## src/rtl/dvp_pkg.sv

```systemverilog
// Shared types and constants for the DVP camera-bus transmitter: FSM state
// encoding, byte order on the bus and the bus idle levels.
package dvp_pkg;

    typedef enum logic [2:0] {
        IDLE,
        VSYNC,
        VBACK,
        ACTIVE,
        HBLANK,
        VFRONT
    } dvp_state_e;

    localparam bit         HI_BYTE_FIRST  = 1'b1;
    localparam logic       DVP_VSYNC_IDLE = 1'b0;
    localparam logic       DVP_HREF_IDLE  = 1'b0;
    localparam logic [7:0] DVP_DAT_IDLE   = 8'h00;

    function automatic logic [7:0] first_byte(input logic [15:0] px);
        return HI_BYTE_FIRST ? px[15:8] : px[7:0];
    endfunction

    function automatic logic [7:0] second_byte(input logic [15:0] px);
        return HI_BYTE_FIRST ? px[7:0] : px[15:8];
    endfunction

endpackage

```

## src/rtl/dvp_tx_timing.sv

```systemverilog
// Frame timing for the DVP transmitter: interval/line counters and the frame FSM.
// Exports the state the bus will show next cycle plus the take strobe and x/y of the pixel taken.
module dvp_tx_timing
    import dvp_pkg::*;
#(
    parameter int H_ACTIVE     = 320,
    parameter int H_BLANK      = 144,
    parameter int V_ACTIVE     = 240,
    parameter int VSYNC_LINES  = 3,
    parameter int VBACK_LINES  = 17,
    parameter int VFRONT_LINES = 10
) (
    input  logic        clk,
    input  logic        reset_n,
    input  logic        enable,
    output dvp_state_e  state_o,
    output dvp_state_e  state_nxt_o,
    output logic        take_o,
    output logic [15:0] x_o,
    output logic [15:0] y_o,
    output logic        frame_start_o,
    output logic        frame_done_o
);

    localparam int L       = 2 * H_ACTIVE + H_BLANK;
    localparam int ACT_LEN = 2 * H_ACTIVE;
    localparam int VS_LEN  = VSYNC_LINES * L;
    localparam int VB_LEN  = VBACK_LINES * L;
    localparam int VF_LEN  = VFRONT_LINES * L;
    localparam int MAX_A   = (VS_LEN > VB_LEN) ? VS_LEN : VB_LEN;
    localparam int MAX_LEN = (MAX_A > VF_LEN) ? MAX_A : VF_LEN;
    localparam int CNT_W   = $clog2(MAX_LEN + 1);
    localparam int LN_W    = $clog2(V_ACTIVE + 1);

    dvp_state_e       state_q, state_d;
    logic [CNT_W-1:0] cnt_q, cnt_d;
    logic [LN_W-1:0]  line_q, line_d;
    logic             last_clk;

    always_ff @(posedge clk or negedge reset_n) begin
        if (!reset_n) begin
            state_q <= IDLE;
            cnt_q   <= '0;
            line_q  <= '0;
        end else begin
            state_q <= state_d;
            cnt_q   <= cnt_d;
            line_q  <= line_d;
        end
    end

    always_comb begin
        state_d  = state_q;
        cnt_d    = cnt_q + 1'b1;
        line_d   = line_q;
        last_clk = 1'b0;
        unique case (state_q)
            IDLE: begin
                cnt_d = '0;
                if (enable) state_d = VSYNC;
            end
            VSYNC: if (cnt_q == CNT_W'(VS_LEN - 1)) begin
                state_d = VBACK;
                cnt_d   = '0;
            end
            VBACK: if (cnt_q == CNT_W'(VB_LEN - 1)) begin
                state_d = ACTIVE;
                cnt_d   = '0;
                line_d  = '0;
            end
            ACTIVE: if (cnt_q == CNT_W'(ACT_LEN - 1)) begin
                state_d = HBLANK;
                cnt_d   = '0;
            end
            HBLANK: if (cnt_q == CNT_W'(H_BLANK - 1)) begin
                cnt_d = '0;
                if (line_q == LN_W'(V_ACTIVE - 1)) begin
                    state_d = VFRONT;
                    line_d  = '0;
                end else begin
                    state_d = ACTIVE;
                    line_d  = line_q + 1'b1;
                end
            end
            VFRONT: if (cnt_q == CNT_W'(VF_LEN - 1)) begin
                // enable is only sampled here, so a mid-frame drop never truncates
                last_clk = 1'b1;
                cnt_d    = '0;
                state_d  = enable ? VSYNC : IDLE;
            end
            default: begin
                state_d = IDLE;
                cnt_d   = '0;
                line_d  = '0;
            end
        endcase
    end

    // Bus outputs are registered from the next state, so these describe the coming cycle.
    assign state_o       = state_q;
    assign state_nxt_o   = state_d;
    assign take_o        = (state_d == ACTIVE) && !cnt_d[0];
    assign x_o           = 16'(cnt_d >> 1);
    assign y_o           = 16'(line_d);
    assign frame_start_o = reset_n && (state_d == VSYNC) && (state_q != VSYNC);
    assign frame_done_o  = last_clk;

endmodule

```

## src/rtl/dvp_cam_tx.sv

```systemverilog
// DVP camera-bus transmitter: one-pixel hold buffer, byte mux and sticky underrun.
// Optional macro DVP_CAM_TX_TEST_PATTERN_EN adds pat_en and an x/y pattern source.
module dvp_cam_tx
    import dvp_pkg::*;
#(
    parameter int H_ACTIVE     = 320,
    parameter int H_BLANK      = 144,
    parameter int V_ACTIVE     = 240,
    parameter int VSYNC_LINES  = 3,
    parameter int VBACK_LINES  = 17,
    parameter int VFRONT_LINES = 10
) (
    input  logic        clk,
    input  logic        reset_n,
    input  logic        enable,
    input  logic [15:0] pix_data,
    input  logic        pix_valid,
    input  logic        underrun_clr,
`ifdef DVP_CAM_TX_TEST_PATTERN_EN
    input  logic        pat_en,
`endif
    output logic        pix_ready,
    output logic        cam_vsync,
    output logic        cam_href,
    output logic [7:0]  cam_dat,
    output logic        frame_start,
    output logic        frame_done,
    output logic        underrun
);

    dvp_state_e  state_cur, state_nxt;
    logic        take, take_hold, pat_on, src_ok;
    logic [15:0] x_idx, y_idx, src_px;
    logic        unused_sink;

    logic [15:0] hold_q, hold_d;
    logic        hold_valid_q, hold_valid_d;
    logic [7:0]  lo_q, lo_d, dat_q, dat_d;
    logic        vsync_q, href_q, underrun_q, underrun_d;

    dvp_tx_timing #(
        .H_ACTIVE    (H_ACTIVE),
        .H_BLANK     (H_BLANK),
        .V_ACTIVE    (V_ACTIVE),
        .VSYNC_LINES (VSYNC_LINES),
        .VBACK_LINES (VBACK_LINES),
        .VFRONT_LINES(VFRONT_LINES)
    ) u_timing (
        .clk          (clk),
        .reset_n      (reset_n),
        .enable       (enable),
        .state_o      (state_cur),
        .state_nxt_o  (state_nxt),
        .take_o       (take),
        .x_o          (x_idx),
        .y_o          (y_idx),
        .frame_start_o(frame_start),
        .frame_done_o (frame_done)
    );

`ifdef DVP_CAM_TX_TEST_PATTERN_EN
    assign pat_on      = pat_en;
    assign src_px      = pat_en ? {x_idx[7:0], y_idx[7:0]} : hold_q;
    assign src_ok      = pat_en | hold_valid_q;
    assign unused_sink = ^{state_cur, x_idx[15:8], y_idx[15:8]};
`else
    assign pat_on      = 1'b0;
    assign src_px      = hold_q;
    assign src_ok      = hold_valid_q;
    assign unused_sink = ^{state_cur, x_idx, y_idx};
`endif

    // The pattern generator never drains the hold register, so it keeps its pixel for later.
    assign take_hold = take & ~pat_on;
    assign pix_ready = ~pat_on & (~hold_valid_q | take_hold);

    always_comb begin
        hold_d       = hold_q;
        hold_valid_d = hold_valid_q;
        lo_d         = lo_q;
        dat_d        = DVP_DAT_IDLE;
        underrun_d   = underrun_q & ~underrun_clr;
        if (take_hold) hold_valid_d = 1'b0;
        if (pix_valid && pix_ready) begin
            hold_d       = pix_data;
            hold_valid_d = 1'b1;
        end
        if (take) begin
            if (src_ok) begin
                dat_d = first_byte(src_px);
                lo_d  = second_byte(src_px);
            end else begin
                lo_d       = DVP_DAT_IDLE;
                underrun_d = 1'b1;
            end
        end else if (state_nxt == ACTIVE) begin
            dat_d = lo_q;
        end
    end

    always_ff @(posedge clk or negedge reset_n) begin
        if (!reset_n) begin
            hold_q       <= '0;
            hold_valid_q <= 1'b0;
            lo_q         <= DVP_DAT_IDLE;
            dat_q        <= DVP_DAT_IDLE;
            vsync_q      <= DVP_VSYNC_IDLE;
            href_q       <= DVP_HREF_IDLE;
            underrun_q   <= 1'b0;
        end else begin
            hold_q       <= hold_d;
            hold_valid_q <= hold_valid_d;
            lo_q         <= lo_d;
            dat_q        <= dat_d;
            vsync_q      <= (state_nxt == VSYNC);
            href_q       <= (state_nxt == ACTIVE);
            underrun_q   <= underrun_d;
        end
    end

    assign cam_vsync = vsync_q;
    assign cam_href  = href_q;
    assign cam_dat   = dat_q;
    assign underrun  = underrun_q;

endmodule

```

## config.mk

```make
export PLATFORM = sky130hd
export DESIGN_NAME = dvp_cam_tx
export DESIGN_NICKNAME = d
export VERILOG_FILES = /design/src/rtl/dvp_pkg.sv /design/src/rtl/dvp_tx_timing.sv /design/src/rtl/dvp_cam_tx.sv
export SDC_FILE = /design/constraint.sdc
export NUM_CORES = 1
export LEC_CHECK = 0
export ABC_AREA = 1
export CAP_MARGIN = 20
export CORE_AREA = 4 4 107 109
export DETAILED_ROUTE_END_ITERATION = 7
export DIE_AREA = 0 0 111 113
export GPL_ROUTABILITY_DRIVEN = 1
export HOLD_SLACK_MARGIN = 0.02
export MAX_ROUTING_LAYER = met4
export SLEW_MARGIN = 40
export SYNTH_ARGS = -nofsm -noshare
export SYNTH_HDL_FRONTEND = slang
export SYNTH_HIERARCHICAL = 1
export SYNTH_SLANG_ARGS = --single-unit
```

## constraint.sdc

```tcl
create_clock -name clk -period 2.4 [get_ports clk]
set_clock_uncertainty 0.1 [all_clocks]
set_input_delay 0.24 -clock clk [delete_from_list [all_inputs] [get_ports clk]]
set_output_delay 0.24 -clock clk [all_outputs]
set_load 0.1 [all_outputs]
```

==> results.txt, run 1 <==
fresh numbers from the pnr run: status complete, but fails checks, failing checks setup timing, DRC 0, die width 111 um, worst-path cell chain ha_4 -> nand3_4 -> nor2_4 -> nand2_2 -> nand2_2 -> nand2_2 -> nor2_4 -> a21oi_4 -> nor2_4 -> inv_4 -> nand2_8 -> buf_12, Mapped Area approximately 0.0034 mm^2, Post-Syn Nets 478, Max Root-Sink Buffers 2, pre-CTS setup slack -33.69 ps, Combinational Power Share 0.168, crit path kind reg2out, non-filler cells in the finished layout between 600 and 700, Placed Cells ~630, all-layer global routing usage 0.1347, H-tree depth 3, nets@finish between 500 and 600, CTS sink count about 60, Latency at later pin 340 ps, FF-to-FF path depth 15, fmax 393.5 MHz, Die Span Y 113 um, port bufs 34, DP Area between 0.003 and 0.004 mm^2, largest net degree at the start of global routing slightly above 60, vias per cell 4.630, most frequent logic cell in the layout nand2_1, clock transition at the registers of the reported paths 80 ps, reg-to-reg endpoint lo_q[0], Pleak ~2.2 nW, Layout area overhead 33.11%, number of global-route vias before repair between 2000 and 3000, Root Buffer clkbuf_8, worst vdd ir between 0.0002 and 0.0003 V, HP Start pix_data[9], final setup vio count 2, WHS 350.4 ps, Post-DP HPWL around 5700 um, Final Critical Period 2541 ps, final setup TNS -250.3 ps, Pint 1.866 mW, CTS tree yes, Clock power frac 0.359, startpoint class of the critical path flop, RR Startpoint u_timing/cnt_q[0], critical path's largest stage delay ~390 ps, ant diodes 0, Std-Cell Rows 38, Slew @ Worst Pin about 750 ps, drt pass-1 iters 4, Post-Layout Inst Area approximately 0.0046 mm^2, Worst slew margin 0.4954, Critical Path End Type output port, total number of vias roughly 3100, Slew Viols, Final 0, Core Box Area 0.01060 mm^2, total wire length around 8200 um, Syn. warnings 6, CTS Buf Count 9, cycle use final 1.059, Pwr Density roughly 600 mW/mm^2, routability-driven placement congestion ratio ~0.9, chip area about 0.013 mm^2, final worst slack -141.0 ps, Crit Path Max Fanout 6, OpenROAD warnings 29, CP arrival 2200 ps, Fill cells roughly 1000, Critical Path Start u_timing/cnt_q[0], share of layout cells above drive strength 1 0.2971, R2R Setup Slk approximately 10 ps, Crit-path slowest cell dfrtp_1, DRT iter0 DRCs about 140, initial antenna violation count 0, total grt overflow 0, most common logic cells in the final layout 128 x nand2_1, 55 x dfrtp_1, 49 x inv_1, HP Class in2reg, Core Util at FP 0.3243, first-pass GRT wire length roughly 14000 um, RSZ-0062 raised after global routing yes, final hold vios 0, Min-Delay Endpoint hold_q[9], Reg power frac 0.473, Power, Total 2.670 mW, Net Sw Frac 0.3012, P_sw 804.1 uW, CP endpoint pix_ready
[run 1: per-layer routing]
metal | share of wire | vias up | global-route usage
li1 | - | 1553 | -
met1 | 0.45 | 1437 | 0.1624
met2 | 0.50 | 72 | 0.2229
met3 | 0.041 | 17 | 0.03583
met4 | 0.014 | 0 | 0.04023
met5 | 0 | - | -
[run 1: registers in the layout (all words and copies together), names as in the netlist]
name	flops
underrun	1
lo_q	8
u_timing/cnt_q	14
cam_vsync	1
hold_q	16
cam_href	1
hold_valid_q	1
cam_dat	8
u_timing/line_q	8
u_timing/state_o	3
[run 1: power groups by stage]
| stage | clock network [mW] | registers, mW | logic, mW |
|---|---|---|---|
| 6_report | 0.959 | 1.26 | 0.449 |
| 5_1_grt | 1.03 | 1.28 | 0.506 |
| 4_1_cts | 0.987 | 1.25 | 0.419 |
| 3_5_place_dp | 0 | 1.26 | 0.374 |
| 3_3_place_gp | 0 | 1.26 | 0.367 |
| 2_1_floorplan | 0 | 1.25 | 0.259 |
[run 1: critical path, delay by kind of cell, from the launching register on]
family                     cells  cell delay [ps]
and+or+nand+nor                8              950
DFF                            1              390
buffers and inverters          2              230
adders and majority gates      1              190
AOI/OAI and AO/OA              1               80
[run 1: cell type report]
cell class	count	area [um^2]	area share
clock inverter	6	70.07	0.01531
timing repair buffer	64	609.3	0.1331
clock buffer	10	137.6	0.03007
inverter	58	227.7	0.04975
multi-input combinational	326	1823	0.3983
sequential	61	1534	0.3352
tap	140	175.2	0.03827
[run 1: what timing repair did]
| action | 4_1_cts | 5_1_grt |
|---|---|---|
| resized | 29 | 40 |
| setup buffers | 8 | 8 |
| gates cloned | 0 | 2 |
| endpoints found under the setup margin | 16 | 35 |
| endpoints found under the hold margin | 0 | 61 |
| pin swaps | 9 | 18 |
| hold buffers | 0 | 1 |
**Run 1: routing congestion**

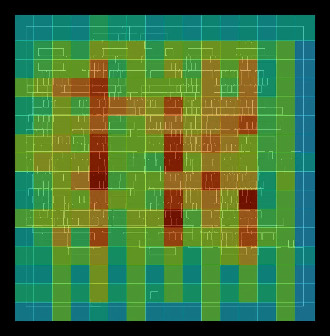
grt met3 use: 0.03583
GR Util met2: 0.2229
GR met1 Demand/Resource: 0.1624
Avg WL per Cell: 12.36 um
final core occ: 0.4317

**Run 1: metal 1**

Scale bar: 20 um. Supply wires on this layer in grey.
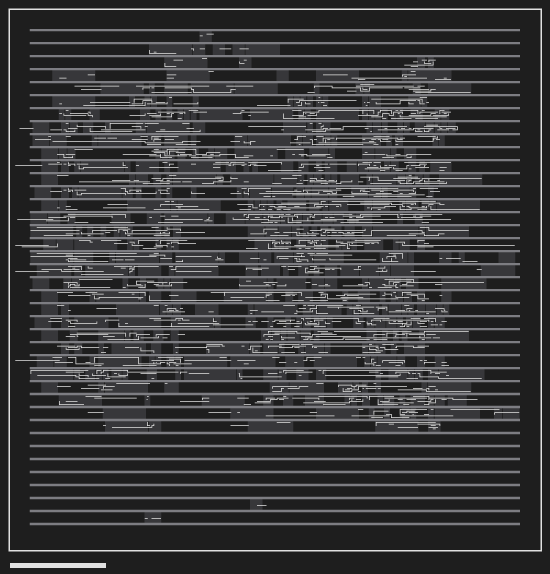
The layer carries 3680 um of wire. The longest straight run is 27.6 um. 501 nets have wire on it. The wires run mostly horizontal. The layer holds 45% of the routed length.

**Run 1: M2 wires**

Scale bar: 20 um.
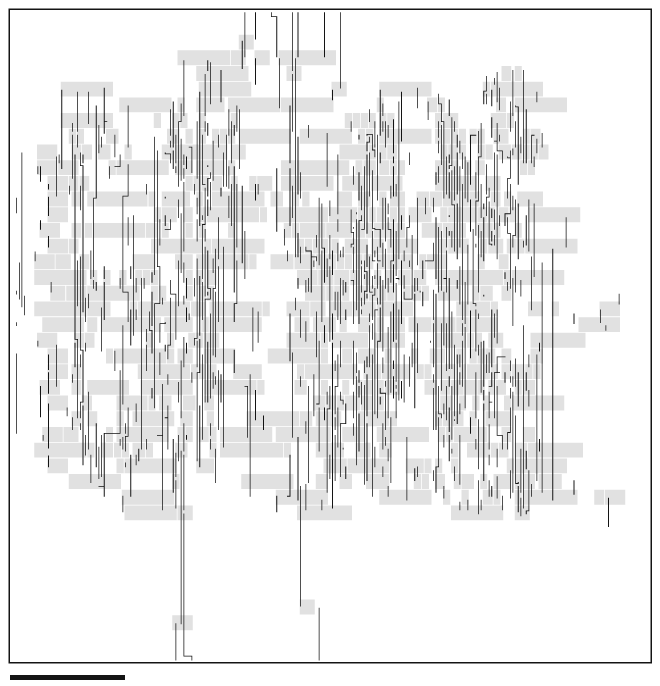
The longest straight run is 43.5 um. The wires run mostly vertical. 435 nets have wire on it. The layer holds 50% of the routed length. The layer carries 4090 um of wire.

==> run 2: changes to the inputs <==
--- a/config.mk
+++ b/config.mk
@@ -8,6 +8,7 @@
 export ABC_AREA = 1
 export CAP_MARGIN = 20
 export CORE_AREA = 4 4 107 109
+export CTS_CLUSTER_SIZE = 24
 export DETAILED_ROUTE_END_ITERATION = 7
 export DIE_AREA = 0 0 111 113
 export GPL_ROUTABILITY_DRIVEN = 1
**Run 2: cells by drive strength**

Scale bar: 20 um.
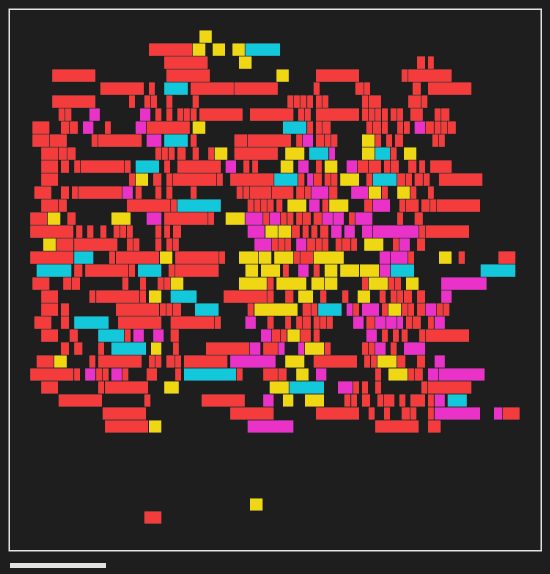
Yellow shows drive 3 to 4, cells 64. Red shows drive 1 or less, cells 369. Cyan shows drive 6 and up, cells 24. Magenta shows drive 2, cells 68.

**Run 2: M2 wires**

Scale bar: 20 um.
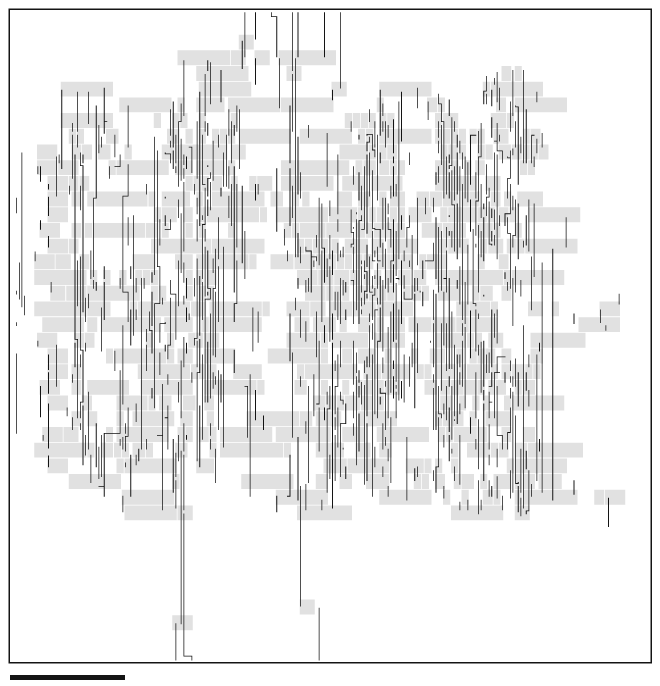
435 nets have wire on it. The longest straight run is 43.5 um.

==> run 2 against run 1 <==
  * The run still ends with setup timing left
  * First-iteration DRC count unchanged
  * Die area unchanged
  * Setup slack unchanged
  * Critical endpoint unchanged
  * Highest routed layer unchanged
==> results.txt, run 2 <==
fresh numbers from the pnr run: WHS between 300 and 400 ps, Die Span Y ~110 um, all-layer global routing usage 0.1347, CP arrival 2200 ps, crit path kind reg2out, nets@finish 545, Pleak ~2.2 nW, Seq/total area 0.3352, Reg area between 0.0015 and 0.002 mm^2, total wire length 8222 um, Core Box Area between 0.01 and 0.015 mm^2, final setup vio count 2, routability-driven placement congestion ratio ~0.9, non-clock inverter count 58, Final Critical Period around 2500 ps, num tapcells 140, Pint 1.866 mW, DP Area 0.003978 mm^2, Core Util at FP 0.3243, cycle use final 1.059, die width between 100 and 150 um, vias per cell 4.630, multi-input logic area about 0.0018 mm^2, Latency at later pin 340 ps, status complete, but fails checks, Net Sw Frac 0.3012, Worst slew margin 0.4954, biggest regs hold_q (16), u_timing/cnt_q (14), CTS Buf Count 9, share of layout cells above drive strength 1 0.2971, Post-DP HPWL approximately 5700 um, Post-Layout Inst Area approximately 0.0046 mm^2, non-filler cells in the finished layout between 600 and 700, Comb group about 450 uW, Post-Syn Nets about 480, largest net degree at the start of global routing approximately 62, Top power group registers, Area-dominant class multi-input combinational cells, CTS tree yes, Max Root-Sink Buffers 2, clk cell area share 0.04538, H-tree depth 3, CLK BUF 10, DRT iter0 DRCs approximately 140, Reg power frac 0.473, most frequent logic cell in the layout nand2_1, Layout area overhead 33.11%, initial antenna violation count 0, P_sw slightly above 800 uW, combinational share of cell area 0.3983, CTS sink count between 60 and 70, number of global-route vias before repair slightly below 3000, port bufs 34, failing checks setup timing, Root Buffer clkbuf_8, Avg WL per Cell between 10 and 15 um, final worst slack -141.0 ps, Slew Viols, Final 0, FFs & Latches between 60 and 70, chip area around 0.013 mm^2, total grt overflow 0, Sequential Power between 1 and 1.5 mW, R2R Setup Slk roughly 10 ps, OpenROAD warnings 29, clock transition at the registers of the reported paths around 80 ps, DRC 0, signal buffers share of area 0.1331, ant diodes 0, total number of vias 3079, Power, Total ~2.7 mW, Crit Path Max Fanout 6
**Run 2: metal 1**

Scale bar: 20 um. Supply wires on this layer in grey.
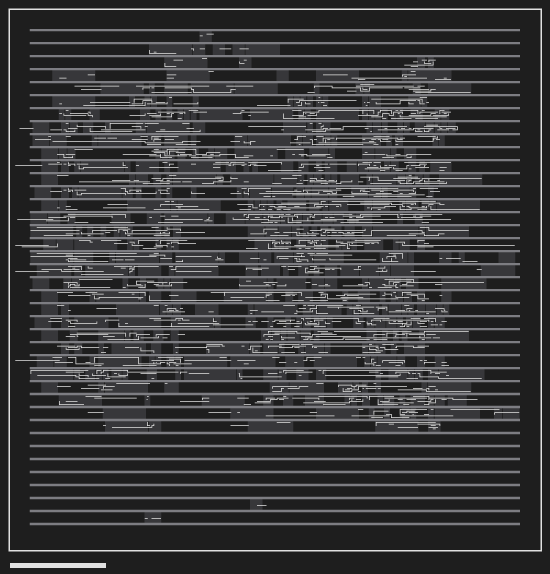
The layer carries 3680 um of wire. 501 nets have wire on it.

[run 2: cell counts in the layout (fill, tap and decap cells not counted)]
Identical to the previous run, type by type.
[run 2: through the flow]
stage                     utilization  TNS [ps]
final                          0.4317    -250.3
after global routing           0.4317     -2760
after CTS                      0.4095    -262.3
after detailed placement       0.3751    -127.5
after global placement         0.3751    -21.33
after floorplan                     -         0
[run 2: per-layer routing]
| layer | wire, um | global-route usage | vias up |
|---|---|---|---|
| met4 | 112 | 0.04023 | 0 |
| met3 | 340 | 0.03583 | 17 |
| met2 | 4088 | 0.2229 | 72 |
| met1 | 3682 | 0.1624 | 1437 |
| li1 | - | - | 1553 |
| met5 | 0 | - | - |
[run 2: worst paths after layout]
check	from	to	depth (start not counted)
setup / recovery	u_timing/cnt_q[0]	pix_ready	12
hold / removal	pix_data[9]	hold_q[9]	3
setup reg to reg	u_timing/cnt_q[0]	lo_q[0]	15
hold reg to reg	hold_q[9]	hold_q[9]	2
max in group asynchronous	reset_n	u_timing/cnt_q[5]	3
min in group asynchronous	reset_n	u_timing/cnt_q[6]	3
[run 2: repair_timing]
| item | CTS | global route |
|---|---|---|
| buffers inserted | 8 | 8 |
| hold buffers | 0 | 1 |
| endpoints found under the hold margin | 0 | 61 |
| setup endpoints to repair | 16 | 35 |
| pin swaps | 9 | 18 |
| cloned | 0 | 2 |
| resized | 29 | 40 |
[run 2: worst max-delay path, cell delays in order (launching register included)]
cell	delay, ps
dfrtp_1	390
ha_4	190
nand3_4	110
nor2_4	240
nand2_2	70
nand2_2	90
nand2_2	80
nor2_4	160
a21oi_4	80
nor2_4	130
inv_4	60
nand2_8	70
buf_12	170
No activity file was given, so power comes from the tool's default toggle rates.
